==> config.mk <==
export PLATFORM = sky130hd
export DESIGN_NAME = hazard_ctrl
export DESIGN_NICKNAME = d
export VERILOG_FILES = /design/src/rtl/pipe_pkg.sv /design/src/rtl/sat_counter.sv /design/src/rtl/hazard_ctrl.sv
export SDC_FILE = /design/constraint.sdc
export NUM_CORES = 1
export LEC_CHECK = 0
export ABC_AREA = 1
export CAP_MARGIN = 10
export CORE_UTILIZATION = 29
export CTS_CLUSTER_DIAMETER = 100
export CTS_CLUSTER_SIZE = 24
export DETAILED_ROUTE_END_ITERATION = 10
export PLACE_DENSITY = 0.59
export REMOVE_ABC_BUFFERS = 1
export SYNTH_ARGS = -nofsm -noshare
export SYNTH_HDL_FRONTEND = slang
export SYNTH_HIERARCHICAL = 1
export SYNTH_SLANG_ARGS = --single-unit
==> constraint.sdc <==
create_clock -name clk -period 1.6 [get_ports clk]
set_input_delay 0.24 -clock clk [delete_from_list [all_inputs] [get_ports clk]]
set_output_delay 0.24 -clock clk [all_outputs]
set_load 0.03 [all_outputs]
**Run 1: placement by RTL instance**

Bar = 20 um.
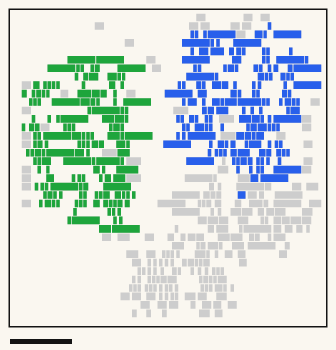
colour	instance	cells
blue	`u_stall_cnt`	154
green	`u_flush_cnt`	150
Final Core Density: 0.399
post-route insts no fill: 637
Die Footprint: 0.0103 sq mm

**Run 1: selected gate families**

Bar = 20 um.
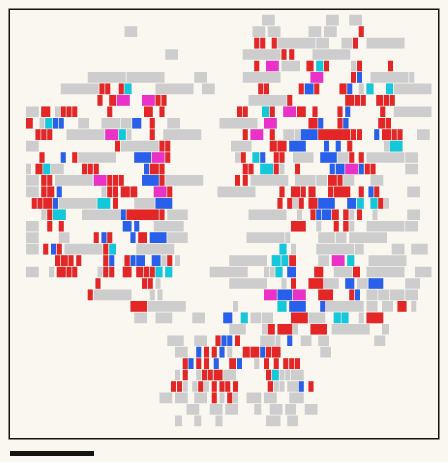
colour	family	cells	most used
cyan	aoi and oai cells	28	o21ai_0
blue	nor cells	60	nor2_1
red	nand cells	209	nand2_1
magenta	xor and xnor cells	15	xnor2_1
fraction of area in multi-input gates: 0.421
leading cell type in the layout, fill and taps excluded: sky130_fd_sc_hd__nand2_1

**Run 1: a small window of the routed layout**

Bar = 10 um. Region (38, 18) to (63, 43) um. Cells in grey, sequential cells in the stronger grey; small squares are vias.
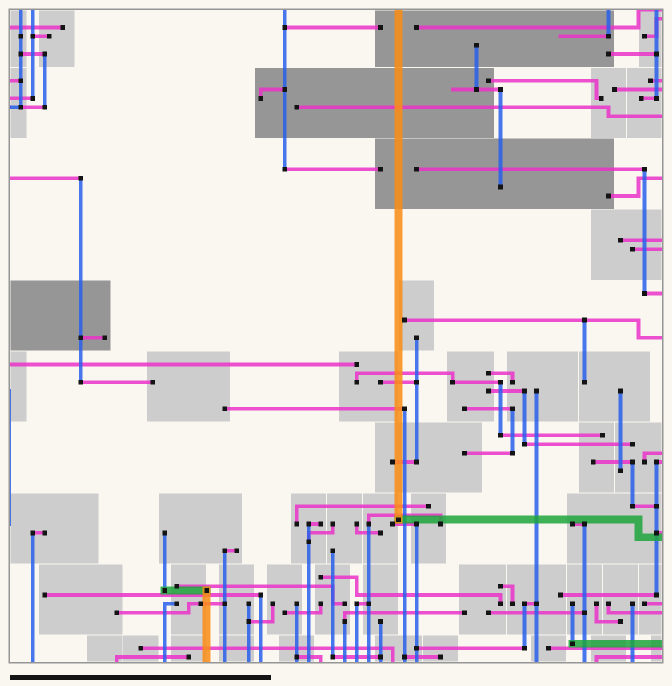
colour	layer
magenta	metal 1
green	metal 3
blue	metal 2
orange	metal 4
cells with their middle in the window	33
most frequent	nor2_1 (5), nand2_1 (5), inv_1 (4)
sequential cells in the window	3

==> flow_summary.toml, run 1 <==
# yosys + openroad results
[worst_setup_path]
reg2reg_setup_slack_ns = 0.11
type_of_element_capturing_the_critical_path = "primary output"
worst-endpoint-required_ns = 1.36
crit_chain = "inv_2 -> nand2_4 -> nor2_4 -> inv_2 -> nor2_2 -> buf_6 -> buf_6"
crit_slowest_cell = "sky130_fd_sc_hd__dfrtp_1"
critical_path.max_fanout = 3
crit_path_max_incr_delay_ns = 0.39
worst_ep_arrival_time_ns = 1.35
r2r_cells = 9
timing.setup.critical_path_class = "flop to primary output"
worstSetupStartpointType = "flop"

[final_timing]
rsz0062_at_grt = "true"
worst_slack_ns = 0.00842
slew_headroom = 0.638
drv_slew = 0
final_layout_setup_total_negative_slack_ns = 0
max_clock_freq_mhz = 628
final_min_period_over_clock_period = 0.995
final.hold.worst_slack_ns = 0.0935
hold_viol_final = 0
finalClockSkew_ns = 0.00667
setup-violations-final = 0
worst_tran_pin_value_ns = 0.544
final.min_clock_period_ns = 1.59

[floorplan]
die-width_um = 102
core_util_floorplan = 0.298
placement_rows = 36
core_region_area_sq_mm = 0.00968
dieHeight_um = 102
io_pins = 65

[cells_and_area]
drive_above_1_share = 0.200
fin_area_sq_mm = 0.00387
syn_to_final_growth_pct = 34.2
num_antenna_cells = 0
nets = 532

[cts]
htree_levels = 2
postCtsSetupBuffers = 5
insertion_delay_ns = 0.29
post_cts_resized = 69
cts_tree = "yes"
clock_slew_at_reported_path_ffs_ns = 0.07
cts_hold_buf = 0
bufs_on_longest_clock_path = 2
numCtsBuffers = 5
cts_root_buf = "sky130_fd_sc_hd__clkbuf_8"
clock_sinks = 41

[routing]
detail_route.wirelength_um = 6960
remaining_drc_errors = 0
drt-pass1-iter-count = 4
detail-route-antenna-nets = 0
via_count = 2805
route.detailed.vias_per_inst = 4.40
detail_route.wl_per_cell_um = 10.9
drt_first_iter_violations = 76

[placed_design]
finalWeightedCongestion = 0.824
sum_of_net_half_perimeters_after_detailed_placement_um = 5370
port_buffers = 64
place_inst = 624
postPlaceCellArea_sq_mm = 0.00375
post-place-ws_ns = -0.390

[logic_synthesis]
yosysCellCount = 415
synthDominantCellAreaShare = 0.356
share_of_synthesized_registers_carrying_an_async_set_or_reset = 1.00
yosys_most_used_dff = "sky130_fd_sc_hd__dfrtp_1"
synth_top_cell_by_area = "sky130_fd_sc_hd__dfrtp_1"
summed_instance_area_of_the_synthesized_netlist_sq_mm = 0.00288
synth_cells = 415
postSynthAreaPerCell_sq_um = 6.95
yosys.stat.seqShare = 0.356
post-synth-top-count-cell = "sky130_fd_sc_hd__nand2_1"
synth.ff_latch_count = 41
synthTopCellsByArea = "sky130_fd_sc_hd__dfrtp_1 (36%), sky130_fd_sc_hd__nand2_1 (21%), sky130_fd_sc_hd__inv_1 (5.6%)"
count_of_flip_flops_with_a_built_in_enable_after_synthesis = 0
ys_chip_area_sq_mm = 0.00288
synth.yosys.warnings = 6
synth.cells.most_frequent = "sky130_fd_sc_hd__nand2_1 (159), sky130_fd_sc_hd__inv_1 (43), sky130_fd_sc_hd__dfrtp_1 (41), sky130_fd_sc_hd__nor2_1 (41), sky130_fd_sc_hd__nand3_1 (19)"
yosys.cell_types.count = 25

[outcome]
run_status = "finished, final reports clean"

[global_route]
grt_max_degree = 42
grt_antenna_before_repair = 0
groute.usage.overall = 0.143
via_count_of_the_first_global_routing_pass = 2638
overflow = 0
wire_length_of_the_first_global_routing_pass_um = 11700

[run]
count_of_tool_warnings = 27
drv.max_cap_violation_count = 0

[power]
leakagePower_nw = 1.90
worst_ir_drop_on_vdd_mv = 0.410
p_per_area_mw_per_mm2 = 924
fin_total_pwr_mw = 3.57

[min_path]
hp-class = "primary input to asynchronous set/reset pin"
[run 1: layer usage]
metal,part of all wire,vias up,GRT usage
met1,0.45,1276,0.171
met5,0,-,0
met2,0.49,54,0.260
met3,0.045,6,0.0276
li1,-,1469,-
met4,0.010,0,0.0379
[run 1: critical path: cells and delay by family, from the launching register on]
family                 cells  cell delay (ns)
buffers and inverters      4             0.39
flip-flops                 1             0.39
AND/OR/NAND/NOR            3             0.28
[run 1: area by class of cell]
type / instances / area [sq um]
Fill cell: 1041 / 5820
Multi-Input combinational cell: 316 / 1630
Sequential cell: 41 / 1030
Timing Repair Buffer: 89 / 767
Inverter: 51 / 194
Tap cell: 133 / 166
Clock buffer: 7 / 86.3
[run 1: cells in the final DEF, fill, tap and decap left out, types with 10 or more instances in the layout]
cell type / netlist / routed
sky130_fd_sc_hd__nand2_1: 159 / 158
sky130_fd_sc_hd__dfrtp_1: 41 / 41
sky130_fd_sc_hd__nor2_2: 8 / 11
sky130_fd_sc_hd__nand3_1: 19 / 19
sky130_fd_sc_hd__nor2_1: 41 / 38
sky130_fd_sc_hd__buf_4: 3 / 24
sky130_fd_sc_hd__xnor2_1: 11 / 11
sky130_fd_sc_hd__dlygate4sd2_1: 0 / 46
sky130_fd_sc_hd__nand2_2: 13 / 10
sky130_fd_sc_hd__inv_1: 43 / 40
sky130_fd_sc_hd__o21ai_0: 16 / 15
sky130_fd_sc_hd__nand4_1: 11 / 11
sky130_fd_sc_hd__inv_2: 8 / 10
[run 1: where the power goes]
part	switching (mW)	internal, mW
registers	0.247	1.21
logic	0.874	0.546
clock network	0.353	0.343
[run 1: kinds of logic after synthesis]
logic type,after synthesis,share of synthesized area
xor+xnor,15,0.0456
flops,41,0.356
fa+ha+maj,3,0.0130
simple gates,269,0.438
compound gates,29,0.0582
buf+inv,58,0.0898
==> run 2: changes to the inputs <==
- CAP_MARGIN: 10 -> 15
**Run 2: cell outlines without signal wires**

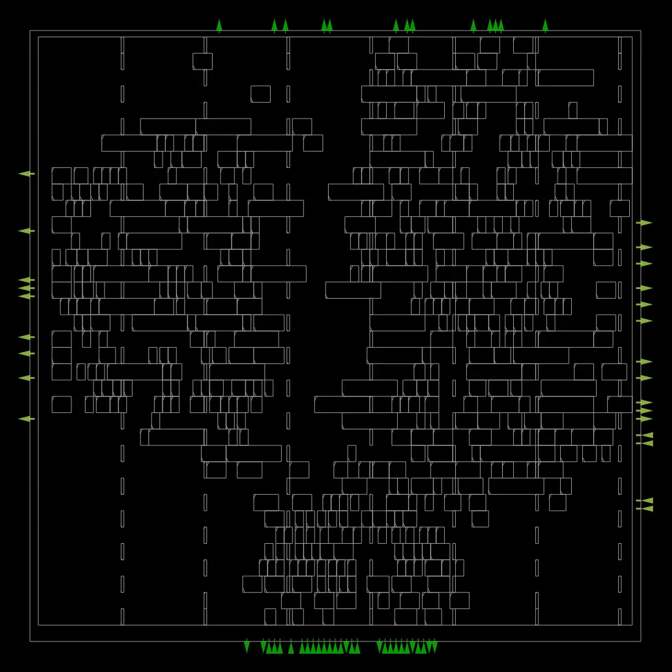
core region area: 0.00968 sq mm
sequential cell count: 41
Fillers: 1041
number of well taps: 133

**Run 2: a small window of the routed layout**

Bar = 10 um. Region (38, 18) to (63, 43) um. Cells in grey, sequential cells in the stronger grey; small squares are vias.
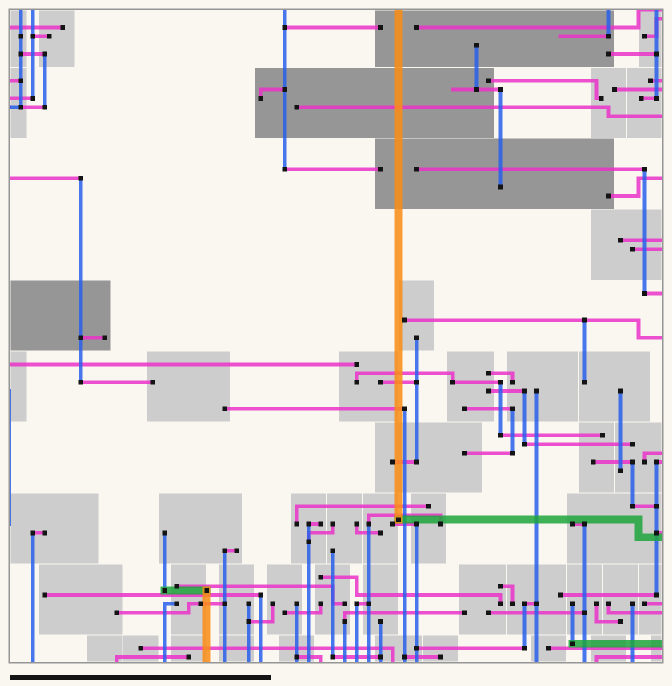

**Run 2: selected gate families**

Bar = 20 um.
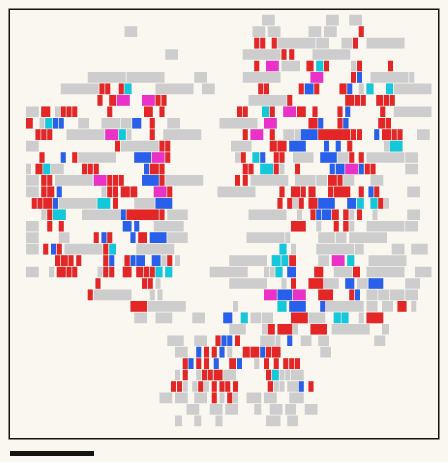
colour	family	cells	most used
red	nand cells	209	nand2_1
cyan	aoi and oai cells	28	o21ai_0
magenta	xor and xnor cells	15	xnor2_1
blue	nor cells	60	nor2_1

==> flow_summary.toml, run 2 <==
# yosys + openroad results
[outcome]
run_status = "finished, final reports clean"

[cts]
insertion_delay_ns = 0.29
htree_levels = 2
cts_hold_buf = 0

[logic_synthesis]
synth.yosys.warnings = 6
synth.cells.most_frequent = "sky130_fd_sc_hd__nand2_1 (159), sky130_fd_sc_hd__inv_1 (43), sky130_fd_sc_hd__dfrtp_1 (41), sky130_fd_sc_hd__nor2_1 (41), sky130_fd_sc_hd__nand3_1 (19)"
ys_chip_area_sq_mm = 0.00288
synthTopCellsByArea = "sky130_fd_sc_hd__dfrtp_1 (36%), sky130_fd_sc_hd__nand2_1 (21%), sky130_fd_sc_hd__inv_1 (5.6%)"
post-synth-top-count-cell = "sky130_fd_sc_hd__nand2_1"
yosys.stat.seqShare = 0.356
count_of_flip_flops_with_a_built_in_enable_after_synthesis = 0
summed_instance_area_of_the_synthesized_netlist_sq_mm = 0.00288
yosys_most_used_dff = "sky130_fd_sc_hd__dfrtp_1"
yosysCellCount = 415

[placed_design]
sum_of_net_half_perimeters_after_detailed_placement_um = 5370
postPlaceCellArea_sq_mm = 0.00375
finalWeightedCongestion = 0.824

[routing]
route.detailed.vias_per_inst = 4.40
drt_first_iter_violations = 76
detail-route-antenna-nets = 0
remaining_drc_errors = 0
via_count = 2805
detail_route.wl_per_cell_um = 10.9
detail_route.wirelength_um = 6960

[power]
power_leader = "sequential cells"
share_clk_of_total_power = 0.195
comb_power_share = 0.398
combinationalPower_mw = 1.42
p_sw_mw = 1.47
power.internal_mw = 2.10
pg_clk_mw = 0.696
worst_ir_drop_on_vdd_mv = 0.410
leakagePower_nw = 1.90

[global_route]
grt_antenna_before_repair = 0
grt_max_degree = 42
groute.usage.overall = 0.143
overflow = 0
wire_length_of_the_first_global_routing_pass_um = 11700

[run]
count_of_tool_warnings = 27

[cells_and_area]
drive_above_1_share = 0.200
lay_top_count = "sky130_fd_sc_hd__nand2_1"
num_antenna_cells = 0
syn_to_final_growth_pct = 34.2
nets = 532
final_util = 0.399

[floorplan]
die-width_um = 102
dieArea_sq_mm = 0.0103
io_pins = 65

[final_timing]
worst_tran_pin_value_ns = 0.544
final.min_clock_period_ns = 1.59
final_layout_setup_total_negative_slack_ns = 0
drv_slew = 0
max_clock_freq_mhz = 628
final_min_period_over_clock_period = 0.995

[worst_setup_path]
crit_slowest_cell = "sky130_fd_sc_hd__dfrtp_1"
r2r_cells = 9
worst-endpoint-required_ns = 1.36
worst_ep_arrival_time_ns = 1.35
reg2reg_setup_slack_ns = 0.11

[min_path]
hp-class = "primary input to asynchronous set/reset pin"
==> run 2: per-stage QoR <==
step                      std cells  worst slack, ns  power [mW]  hold slack (ns)
after floorplan                 408           -0.471        2.32          -0.0556
after global placement          624           -0.359        2.97            0.384
after detailed placement        624           -0.390        2.99            0.392
after CTS                       636         -0.00391        3.61           0.0826
after global routing            637          -0.0744        3.84            0.156
final                           637          0.00842        3.57           0.0935
==> run 2: cell type report <==
| type | count | area (sq um) |
|---|---|---|
| clock buffers | 7 | 86.3 |
| flip-flops and latches | 41 | 1030 |
| inverters | 51 | 194 |
| well taps | 133 | 166 |
| multi-input cells | 316 | 1630 |
| repair buffers | 89 | 767 |
| fillers | 1041 | 5820 |
==> run 2: what timing repair did <==
action	CTS	global route
cloned	0	0
resized	69	13
setup buffers	5	1
hold endpoints to repair	0	0
setup endpoints to repair	47	10
pin swaps	11	6
==> run 2: kinds of logic after synthesis <==
| logic type | after synthesis | synth area share |
|---|---|---|
| AND-OR/OR-AND | 29 | 0.0582 |
| XOR/XNOR | 15 | 0.0456 |
| adder cells (fa/ha/maj) | 3 | 0.0130 |
| buffers and inverters | 58 | 0.0898 |
| flip-flops | 41 | 0.356 |
| AND/OR/NAND/NOR | 269 | 0.438 |
==> run 2: critical path, delay by kind of cell (launching register included) <==
family | cells | cell delay [ns]
AND/OR/NAND/NOR | 3 | 0.28
flip-flops | 1 | 0.39
buffers and inverters | 4 | 0.39
==> run 2: per-layer routing <==
layer,wire length [um],GRT usage,share of wire,vias to the layer above
met5,0,0,0,-
met4,72,0.0379,0.010,0
met3,312,0.0276,0.045,6
met2,3430,0.260,0.49,54
met1,3140,0.171,0.45,1276
li1,-,-,-,1469
No activity file was given, so power comes from the tool's default toggle rates.
